<file path="src/rtl/wb_arbiter_pkg.sv">
// Shared constants and types for the register-file write arbiter.
package wb_arbiter_pkg;

   localparam int REG_IDX_W     = 5;
   localparam int XLEN          = 32;
   localparam int N_REQ_DEFAULT = 3;

   localparam int unsigned REQ_ALU = 0;
   localparam int unsigned REQ_LSU = 1;
   localparam int unsigned REQ_DBG = 2;

   typedef logic [REG_IDX_W-1:0] reg_idx_t;
   typedef logic [XLEN-1:0]      xword_t;

endpackage

</file>
<file path="src/rtl/wb_arbiter_rr.sv">
// Round-robin one-hot grant: search starts at ptr and wraps modulo N.
module rr_arbiter #(
   parameter int N  = 3,
   parameter int PW = (N > 1) ? $clog2(N) : 1
) (
   input  logic [N-1:0]  req,
   input  logic [PW-1:0] ptr,
   output logic [N-1:0]  grant
);

   localparam int SW = PW + 1;

   logic [SW-1:0] pos;
   logic          found;

   always_comb begin
      grant = '0;
      found = 1'b0;
      pos   = '0;
      for (int unsigned k = 0; k < N; k++) begin
         pos = {1'b0, ptr} + SW'(k);
         if (pos >= SW'(N)) pos = pos - SW'(N);
         if (!found && req[pos[PW-1:0]]) begin
            grant[pos[PW-1:0]] = 1'b1;
            found              = 1'b1;
         end
      end
   end

endmodule

</file>
<file path="src/rtl/wb_arbiter.sv">
// Register-file write-port arbiter with a one-stage registered output.
// Define WB_ARBITER_SCOREBOARD_EN to add the pending-write busy_mask scoreboard.
module wb_arbiter
   import wb_arbiter_pkg::*;
#(
   parameter int N_REQ = N_REQ_DEFAULT
) (
   input  logic                       clk,
   input  logic                       rst_n,
   input  logic                       hold,
   input  logic [N_REQ-1:0]           req_valid,
   input  logic [REG_IDX_W*N_REQ-1:0] req_sel,
   input  logic [XLEN*N_REQ-1:0]      req_data,
   output logic [N_REQ-1:0]           req_ready,
   output logic                       w_en,
   output logic [REG_IDX_W-1:0]       w_sel,
   output logic [XLEN-1:0]            w_data
`ifdef WB_ARBITER_SCOREBOARD_EN
   ,
   input  logic                       rsv_en,
   input  logic [REG_IDX_W-1:0]       rsv_sel,
   output logic [(1<<REG_IDX_W)-1:0]  busy_mask
`endif
);

   localparam int PW = (N_REQ > 1) ? $clog2(N_REQ) : 1;

   logic [PW-1:0]    rr_ptr;
   logic [PW-1:0]    rr_ptr_nxt;
   logic [PW-1:0]    g_idx;
   logic [N_REQ-1:0] req_eff;
   logic [N_REQ-1:0] grant;
   logic             xfer;
   reg_idx_t         g_sel;
   xword_t           g_data;

   assign req_eff   = hold ? '0 : req_valid;
   assign req_ready = grant;
   assign xfer      = |grant;

   rr_arbiter #(.N(N_REQ), .PW(PW)) u_rr (
      .req   (req_eff),
      .ptr   (rr_ptr),
      .grant (grant)
   );

   always_comb begin
      g_idx  = '0;
      g_sel  = '0;
      g_data = '0;
      for (int unsigned i = 0; i < N_REQ; i++) begin
         if (grant[i]) begin
            g_idx  = PW'(i);
            g_sel  = req_sel[i*REG_IDX_W +: REG_IDX_W];
            g_data = req_data[i*XLEN +: XLEN];
         end
      end
   end

   always_comb begin
      rr_ptr_nxt = rr_ptr;
      if (xfer) rr_ptr_nxt = (g_idx == PW'(N_REQ-1)) ? '0 : g_idx + 1'b1;
   end

   always_ff @(posedge clk or negedge rst_n) begin
      if (!rst_n) begin
         rr_ptr <= '0;
         w_en   <= 1'b0;
         w_sel  <= '0;
         w_data <= '0;
      end else begin
         rr_ptr <= rr_ptr_nxt;
         w_en   <= xfer && (g_sel != '0);
         if (xfer) begin
            w_sel  <= g_sel;
            w_data <= g_data;
         end
      end
   end

`ifdef WB_ARBITER_SCOREBOARD_EN
   logic [(1<<REG_IDX_W)-1:0] busy_nxt;

   // Set is applied after clear so a same-edge reservation wins.
   always_comb begin
      busy_nxt = busy_mask;
      if (w_en)   busy_nxt[w_sel]   = 1'b0;
      if (rsv_en) busy_nxt[rsv_sel] = 1'b1;
      busy_nxt[0] = 1'b0;
   end

   always_ff @(posedge clk or negedge rst_n) begin
      if (!rst_n) busy_mask <= '0;
      else        busy_mask <= busy_nxt;
   end
`endif

endmodule

</file>
<file path="config.mk">
export PLATFORM = sky130hd
export DESIGN_NAME = wb_arbiter
export DESIGN_NICKNAME = d
export VERILOG_FILES = /design/src/rtl/wb_arbiter_pkg.sv /design/src/rtl/wb_arbiter_rr.sv /design/src/rtl/wb_arbiter.sv
export SDC_FILE = /design/constraint.sdc
export NUM_CORES = 1
export LEC_CHECK = 0
export CORE_AREA = 2 2 84 86
export DETAILED_ROUTE_END_ITERATION = 7
export DIE_AREA = 0 0 86 88
export PLACE_DENSITY = 0.9
export RECOVER_POWER = 50
export SYNTH_ARGS = -nofsm -noshare
export SYNTH_HDL_FRONTEND = slang
export SYNTH_SLANG_ARGS = --single-unit
</file>
<file path="constraint.sdc">
create_clock -name clk -period 6 [get_ports clk]
set_clock_uncertainty 0.15 [all_clocks]
set_input_delay 0.9 -clock clk [delete_from_list [all_inputs] [get_ports clk]]
set_output_delay 0.9 -clock clk [all_outputs]
set_load 0.01 [all_outputs]
</file>
**Run 1: routing congestion map**

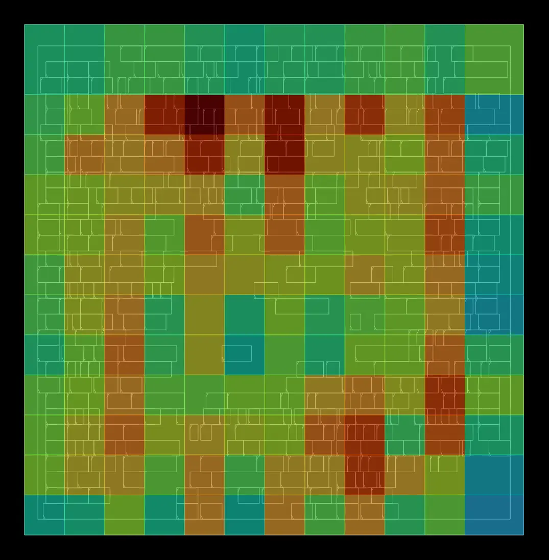
global-route layer with the greatest usage: met2
GRT met3 Usage: 0.0631

**Run 1: placement by cell class**

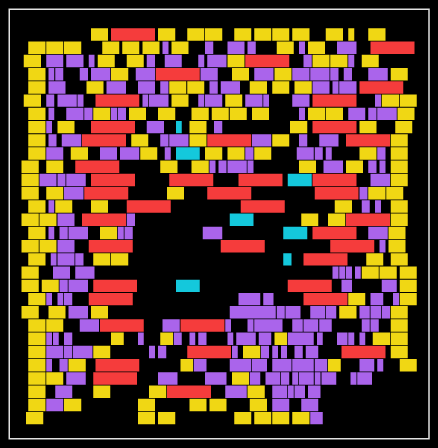
clock drivers and dummy loads -> cyan  # cells 7, share of their area 1.9%
combinational and other logic -> purple  # cells 199, share of their area 35%
flops -> red  # cells 40, share of their area 24%
other buffers and delay cells -> yellow  # cells 162, share of their area 39%
fraction of area in registers: 0.237
design area: 0.00423 sq mm
post-layout util: 0.636

==> CHANGELOG.md, run 1 <==
### Changed

* Top cell area share at 0.389
* Number of OpenROAD warnings at 29
* WL met1 at approximately 3.3 mm
* Mean Syn Cell Area at between 9 and 10 sq um
* Avg WL per Cell at roughly 17 microns
* Ant. Diodes at 0
* Logic area at between 0.001 and 0.0015 sq mm
* Max frequency at ~0.22 GHz
* Critical path type: in -> out
* Post-CTS Setup Bufs at 0
* Min Tclk post-route at 4530 ps
* Hold Path Class: reg -> reg
* Final setup fails at 0
* Buffers on Ports at 157
* Final slew viol count at between 40 and 50
* CTS tree: built
* Failing checks: capacitance limit, slew limit
* Final cell count without fillers at 488
* TNS Setup at 0 ps
* R2R Setup Slk at about 2700 ps
* Synth top area cells: dfrtp_1, o221a_2, nor3_2, nor2_1, o21ai_0
* Worst-Margin Slew at approximately 2200 ps
* Rows at 30
* Vias at 2715
* IO Pins at 158
* Tot Pwr at a little under 2 mW
* Outcome: finished with violations
* Post-Syn Instances at ~260
* Max-cap violations at 1
**Run 1: PDN straps and rails**

The bar under the picture is 20 microns long. Pins as bars on the die edge.
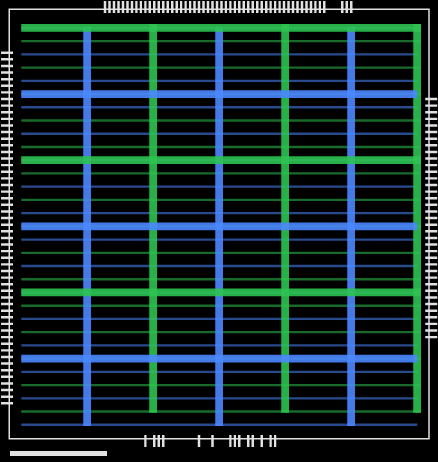
VSS -> blue
VDD -> green
met4 straps = 6
signal pins = 158
met1 rails = 31
rows = 30
met5 straps = 6
die height: 88 microns
Die Width: 86 microns
core footprint: 0.00664 sq mm
Max VDD drop: 0.290 mV

## run 1: worst paths after layout
path,startpoint,cells after the start,endpoint
worst min-delay path,w_sel[2],2,w_sel[2]
worst max-delay path,req_valid[2],8,req_ready[0]
worst min register to register,w_sel[2],2,w_sel[2]
worst max register to register,rr_ptr[1],10,w_data[12]
min in group asynchronous,rst_n,1,w_data[5]
max in group asynchronous,rst_n,1,w_data[30]
## run 1: sequential cells by signal, summed over array words and instances (netlist names)
| register | flops |
|---|---|
| w_data | 32 |
| w_sel | 5 |
| rr_ptr | 2 |
| w_en | 1 |
## run 1: synth_stat cells, types with 2 or more instances
master and n:
o21ai_0 27, mux2i_1 2, nor3_2 28, buf_4 2, inv_1 7, nand3_1 3
a211oi_1 2, nor2_1 37, nand2b_1 2, nor2b_1 2, nand4_1 2, a21oi_1 2
ha_1 4, nand2_1 9, o221a_2 32, buf_2 5, o21ai_1 8, dfrtp_1 40
a21o_1 2, a22o_1 2, buf_6 4, clkbuf_1 10, nor3_1 5
## run 1: where the power goes
part / switching [mW] / internal, mW
combinational: 0.648 / 0.660
clock: 0.0891 / 0.0792
sequential: 0.0742 / 0.417
## run 1: worst max-delay path: stages
cell             delay, ps
clkdlybuf4s50_1        500
mux2_4                 320
mux2i_1                110
or4_1                  470
a21o_2                 220
buf_4                  280
clkinv_4               120
clkdlybuf4s50_1        530
## run 1: cell type report
cell class                 instances  share of cell area
inverter                           9             0.00918
timing repair buffer             162               0.379
tap                               80              0.0237
multi-input combinational        190               0.333
clock buffer                       6              0.0172
sequential                        40               0.237
clock inverter                     1             0.00118
## run 1: cells by family after synthesis
family	after synthesis	synth area share
buffers and inverters	31	0.0647
multiplexers	3	0.0136
adder cells (fa/ha/maj)	4	0.0195
AND/OR/NAND/NOR	98	0.240
flip-flops	40	0.389
AND-OR/OR-AND	85	0.273
## run 1: per-stage QoR
| stage | setup slack, ps | hold slack (ps) | cell area [sq um] |
|---|---|---|---|
| CTS | 1460 | 331 | 4230 |
| detailed placement | 1460 | 314 | 4150 |
| global route | 1320 | 357 | 4230 |
| floorplan | 2810 | 364 | 2570 |
| global placement | 1530 | 313 | 4150 |
| finish | 1470 | 324 | 4230 |
## run 1: per-layer routing
metal  global-route usage  vias to the layer above
met1                0.250                     1284
met4               0.0693                        0
li1                     -                     1272
met3               0.0631                       15
met2                0.373                      144
met5                    0                        -
**Run 1: nets reached from selected ports**

The bar under the picture is 20 microns long.
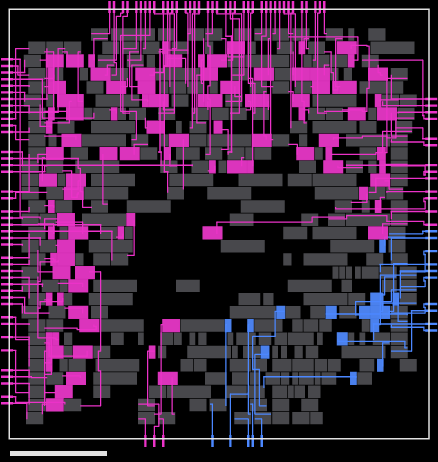

==> inputs of run 2 (changes only) <==
CORE_AREA = 2 2 86 88   (was 2 2 84 86)
DIE_AREA = 0 0 88 90   (was 0 0 86 88)
PLACE_DENSITY = 0.87   (was 0.9)
clock period = 4.3 ns   (was 6 ns; I/O delays follow)
**Run 2: nets reached from selected ports**

The bar under the picture is 20 microns long.
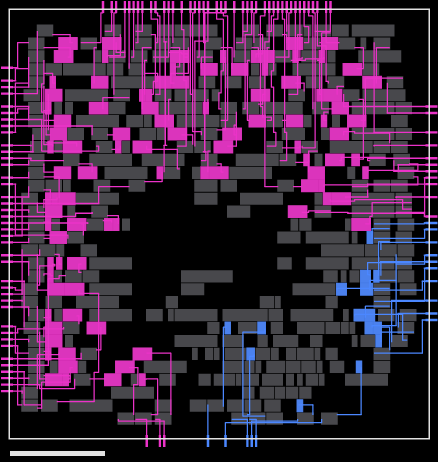
req_sel -> blue  # direction input, edge 10 east, 5 south, end cells 15, buffers 15, wire 371 microns
req_data -> magenta  # direction input, edge 42 north, 40 west, 11 east, 3 south, end cells 96, buffers 96, wire 2050 microns
IO Pins: 158
Buffers on Ports: 157

==> run 2 against run 1 <==
  * The flow still finishes with violations (capacitance limit, slew limit)
  * Largest cell class unchanged
  * First-iteration DRC count decreased by 15%
  * Via count fell by 1.3%
  * Flip-flop count did not move
  * Setup slack got worse by 870 ps
  * Synthesized area is the same
  * Non-clock buffer count unchanged
==> CHANGELOG.md, run 2 <==
### Changed

* Synth top area cells: dfrtp_1, o221a_2, nor3_2, nor2_1, o21ai_0
* Failing checks: capacitance limit, slew limit
* Synth logic family: AND-OR/OR-AND gates
* GRT met3 Usage at 0.0514
* HP Start: w_sel[1]
* Outcome: finished with violations
* Post-Syn Instances at 261
* Worst path buffer plus inverter count at 3
* Number of OpenROAD warnings at 29
* Worst r2r path cells at 10
* Crit-path max cell delay at 530 ps
* Max reg flops at 32
* Post-CTS Setup Bufs at 0
* Largest regs: w_data (32), w_sel (5), rr_ptr (2)
* Synth Area in XOR/XNOR at 0
* Top cell area share at 0.389
* Max frequency at between 0.2 and 0.3 GHz
* CTS tree: built
* Hold Path Class: reg -> reg
* Top cells by count: dfrtp_1, nor2_1, o221a_2
* R2R Setup Slk at 1030 ps
* Slowest CP cell: clkdlybuf4s50_1
* Rows at 31
* Global-route layer with the greatest usage: met2
* Hold Path End: w_sel[1]
* Clock power share at 0.116
* Reg2reg end: w_data[28]
* Final slew viol count at slightly above 40
* Grt met1 use at 0.244
* Core footprint at approximately 0.0070 sq mm
* CP cell instances: clkdlybuf4s50_1 > mux2_4 > mux2i_1 > or4_1 > a21o_2 > clkinv_4 > clkdlybuf4s50_1
* Final setup fails at 0
* P_int at roughly 1.7 mW
* Most instantiated library cell after synthesis: dfrtp_1
* TNS Setup at 0 ps
* Largest Register: w_data
* Sw Ratio at 0.400
* Die height at 90 microns
* Min Tclk post-route at around 3700 ps
* Yosys adder share at 0.0195
* Vias at 2679
* Worst-Margin Slew at 2180 ps
* Global-route met2 utilization at 0.351
* Sw Pwr at approximately 1.1 mW
* Max-cap violations at 1
[run 2: cell types whose count changed in the layout (fill, tap and decap cells not counted), sizes merged]
| cell | before | now |
|---|---|---|
| bufinv | 0 | 1 |
[run 2: cell families (layout without fill, tap and decap cells)]
| logic type | after synthesis | count (layout) |
|---|---|---|
| AND/OR/NAND/NOR | 98 | 98 |
| flip-flops | 40 | 40 |
| adder cells (fa/ha/maj) | 4 | 4 |
| multiplexers | 3 | 3 |
| AND-OR/OR-AND | 85 | 85 |
| buffers and inverters | 31 | 179 |
[run 2: how the worst max path moves through the flow]
| stage | to | depth (start not counted) | from |
|---|---|---|---|
| 2_1_floorplan | req_ready[0] | 8 | rr_ptr[1] |
| 6_report | req_ready[0] | 7 | req_valid[2] |
| 3_5_place_dp | req_ready[0] | 7 | req_valid[2] |
| 5_1_grt | req_ready[0] | 8 | rr_ptr[1] |
| 3_3_place_gp | req_ready[0] | 7 | req_valid[2] |
| 4_1_cts | req_ready[0] | 7 | req_valid[2] |
[run 2: tightest hold or removal path, delay by kind of cell (launching register included)]
| family | cells | cell delay, ps |
|---|---|---|
| simple gates | 2 | 110 |
| flops | 1 | 350 |
[run 2: cell type report]
cell class | instances | area [sq um] | share of cell area
inverters | 9 | 38.8 | 0.00904
flip-flops and latches | 40 | 1000 | 0.233
repair buffers | 162 | 1600 | 0.373
well taps | 99 | 124 | 0.0289
clock inverters | 2 | 38.8 | 0.00904
multi-input cells | 190 | 1410 | 0.327
clock buffers | 6 | 82.6 | 0.0192
[run 2: through the flow]
stage	utilization	total power [mW]	area, sq um	setup slack, ps	std cells
4_1_cts	0.612	2.89	4290	627	508
5_1_grt	0.611	3.02	4290	457	508
2_1_floorplan	-	1.86	2570	1530	261
6_report	0.611	2.82	4290	604	508
3_5_place_dp	0.594	2.55	4170	625	500
3_3_place_gp	0.594	2.49	4170	679	500
[run 2: power groups by stage]
stage | registers [mW] | logic, mW | clock network [mW]
after floorplan | 0.764 | 1.10 | 0
after global placement | 0.692 | 1.79 | 0
after detailed placement | 0.691 | 1.86 | 0
after CTS | 0.695 | 1.86 | 0.334
after global routing | 0.710 | 1.96 | 0.351
final | 0.689 | 1.80 | 0.328
[run 2: layer usage]
metal / up-vias / share of wire
li1: 1276 / -
met1: 1255 / 0.39
met2: 136 / 0.51
met3: 12 / 0.089
met4: 0 / 0.015
met5: - / 0
**Run 2: placement by cell class**

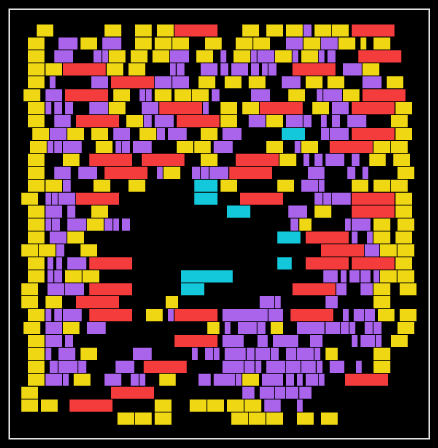

==> inputs of run 3 (changes only) <==
ABC_AREA = 1   (was default)
CORE_AREA = 4 4 87 89   (was 2 2 86 88)
DIE_AREA = 0 0 91 93   (was 0 0 88 90)
PLACE_DENSITY = 0.86   (was 0.87)
**Run 3: placement by cell class**

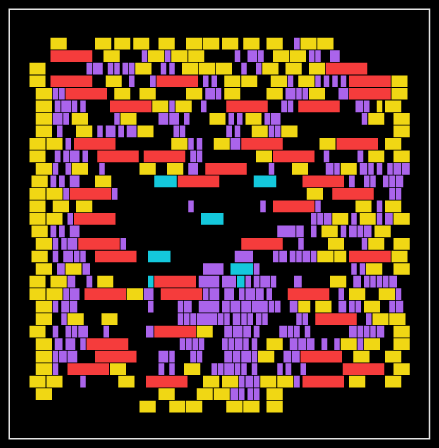
flops -> red  # cells 40, share of their area 26%
other buffers and delay cells -> yellow  # cells 159, share of their area 40%
clock drivers and dummy loads -> cyan  # cells 7, share of their area 2.0%
combinational and other logic -> purple  # cells 282, share of their area 32%
fraction of area in registers: 0.249
Rows: 30
design area: 0.00402 sq mm
core footprint: 0.00676 sq mm
post-layout util: 0.596

==> run 3 against run 2 <==
  * The run still ends with capacitance limit, slew limit left
  * Cell area shrank 6.3%
  * Sequential power grew 0.6%
  * Count of clock-buffer cells in the layout is the same
  * Synthesized cell count grew 29%
  * Flip-flop count is the same
  * Worst hold slack lost 9.2 ps
  * Critical path type unchanged
  * Critical endpoint is now req_ready[2]
  * Largest cell class unchanged
==> CHANGELOG.md, run 3 <==
### Changed

* Outcome: finished with violations
* Failing checks: capacitance limit, slew limit
* Largest Register: w_data
* IO Pins at about 160
* Max reg flops at 32
* Final setup fails at 0
* Ant. Diodes at 0
* Die Width at between 90 and 100 microns
* P_int at roughly 1.5 mW
* Vias at about 2.8k
* Mux cell area share at 0
* Seq pwr share at 0.234
* Top cell area share at 0.422
* Most instantiated library cell after synthesis: nand2_1
* Hold Path Class: reg -> reg
* Sw Pwr at 1.44 mW
* TNS Setup at 0 ps
* Max-cap violations at 1
* Synth Area in Compound Gates at 0.0485
* Max VDD drop at roughly 0.37 mV
* Largest regs: w_data (32), w_sel (5), rr_ptr (2)
* Tot Pwr at just under 3 mW
* Synth top area cells: dfrtp_1, nand2_1, nand3_1, nand4_1, nor2_1
* Final slew viol count at slightly above 40
* Synth Area in XOR/XNOR at 0
* Clock power share at 0.080
* Number of OpenROAD warnings at 29
* FF+latch area at 0.00100 sq mm
* Yosys adder share at 0.0211
* Mean Syn Cell Area at 7.04 sq um
* Post-Syn Instances at 337
* Placed Cells at 561
* Top cells by count: nand2_1, dfrtp_1, nand3_1
* CTS tree: built
* Min Tclk post-route at around 3700 ps
* Logic area at 0.00119 sq mm
* Die height at about 93 microns
run 3: cell types whose count changed after synthesis, sizes merged, moves of 20 or more:
cell   previous run  this run
nand2             9       163
nand3             3        37
nor2             38        18
nor3             33         0
o21ai            35        10
o221a            32         0
run 3: final cells by class:
cell class	instances	area share
inverters	19	0.0177
clock buffers	6	0.0180
well taps	80	0.0249
clock inverters	1	0.00124
repair buffers	159	0.393
multi-input cells	263	0.297
flip-flops and latches	40	0.249
run 3: logic make-up (layout without fill, tap and decap cells):
| family | count (synthesis) | after routing |
|---|---|---|
| AND/OR/NAND/NOR | 239 | 239 |
| flip-flops | 40 | 40 |
| buffers and inverters | 34 | 185 |
| AND-OR/OR-AND | 20 | 20 |
| adder cells (fa/ha/maj) | 4 | 4 |
run 3: power by group through the flow:
stage               clock (mW)  sequential [mW]  combinational (mW)
finish                   0.238            0.693                2.03
global route             0.260            0.717                2.29
CTS                      0.244            0.697                2.09
global placement             0            0.692                2.01
floorplan                    0            0.778                1.27
detailed placement           0            0.702                2.09
run 3: worst paths after layout:
| check | slack [ps] | endpoint | from | depth (start not counted) |
|---|---|---|---|---|
| min reg2reg | 330 | w_sel[0] | w_sel[0] | 2 |
| max in group asynchronous | 1930 | rr_ptr[1] | rst_n | 1 |
| max reg2reg | 1010 | w_data[8] | rr_ptr[0] | 14 |
| min in group asynchronous | 840 | w_data[26] | rst_n | 1 |
| max | 620 | req_ready[2] | hold | 10 |
| min | 330 | w_sel[0] | w_sel[0] | 2 |
run 3: critical path, stage by stage:
cell and delay, ps:
clkdlybuf4s50_1 470, inv_2 80, nand3_1 70, nand2_1 90
a21oi_2 210, nand2_1 80, nor2_1 170, inv_1 70
nand2_2 350, clkdlybuf4s50_1 640
run 3: metrics by stage:
step	setup WS [ps]	hold slack (ps)	area (sq um)
2_1_floorplan	1700	199	2370
3_3_place_gp	773	314	3950
3_5_place_dp	627	321	3950
4_1_cts	657	340	4030
5_1_grt	475	359	4020
6_report	624	333	4020
run 3: per-layer routing:
| metal | global-route usage | vias up | part of all wire |
|---|---|---|---|
| met3 | 0.0587 | 12 | 0.088 |
| met4 | 0.0503 | 0 | 0.014 |
| li1 | - | 1397 | - |
| met5 | 0 | - | 0 |
| met1 | 0.216 | 1291 | 0.39 |
| met2 | 0.372 | 137 | 0.51 |
Power is estimated from default activity; no workload was simulated.
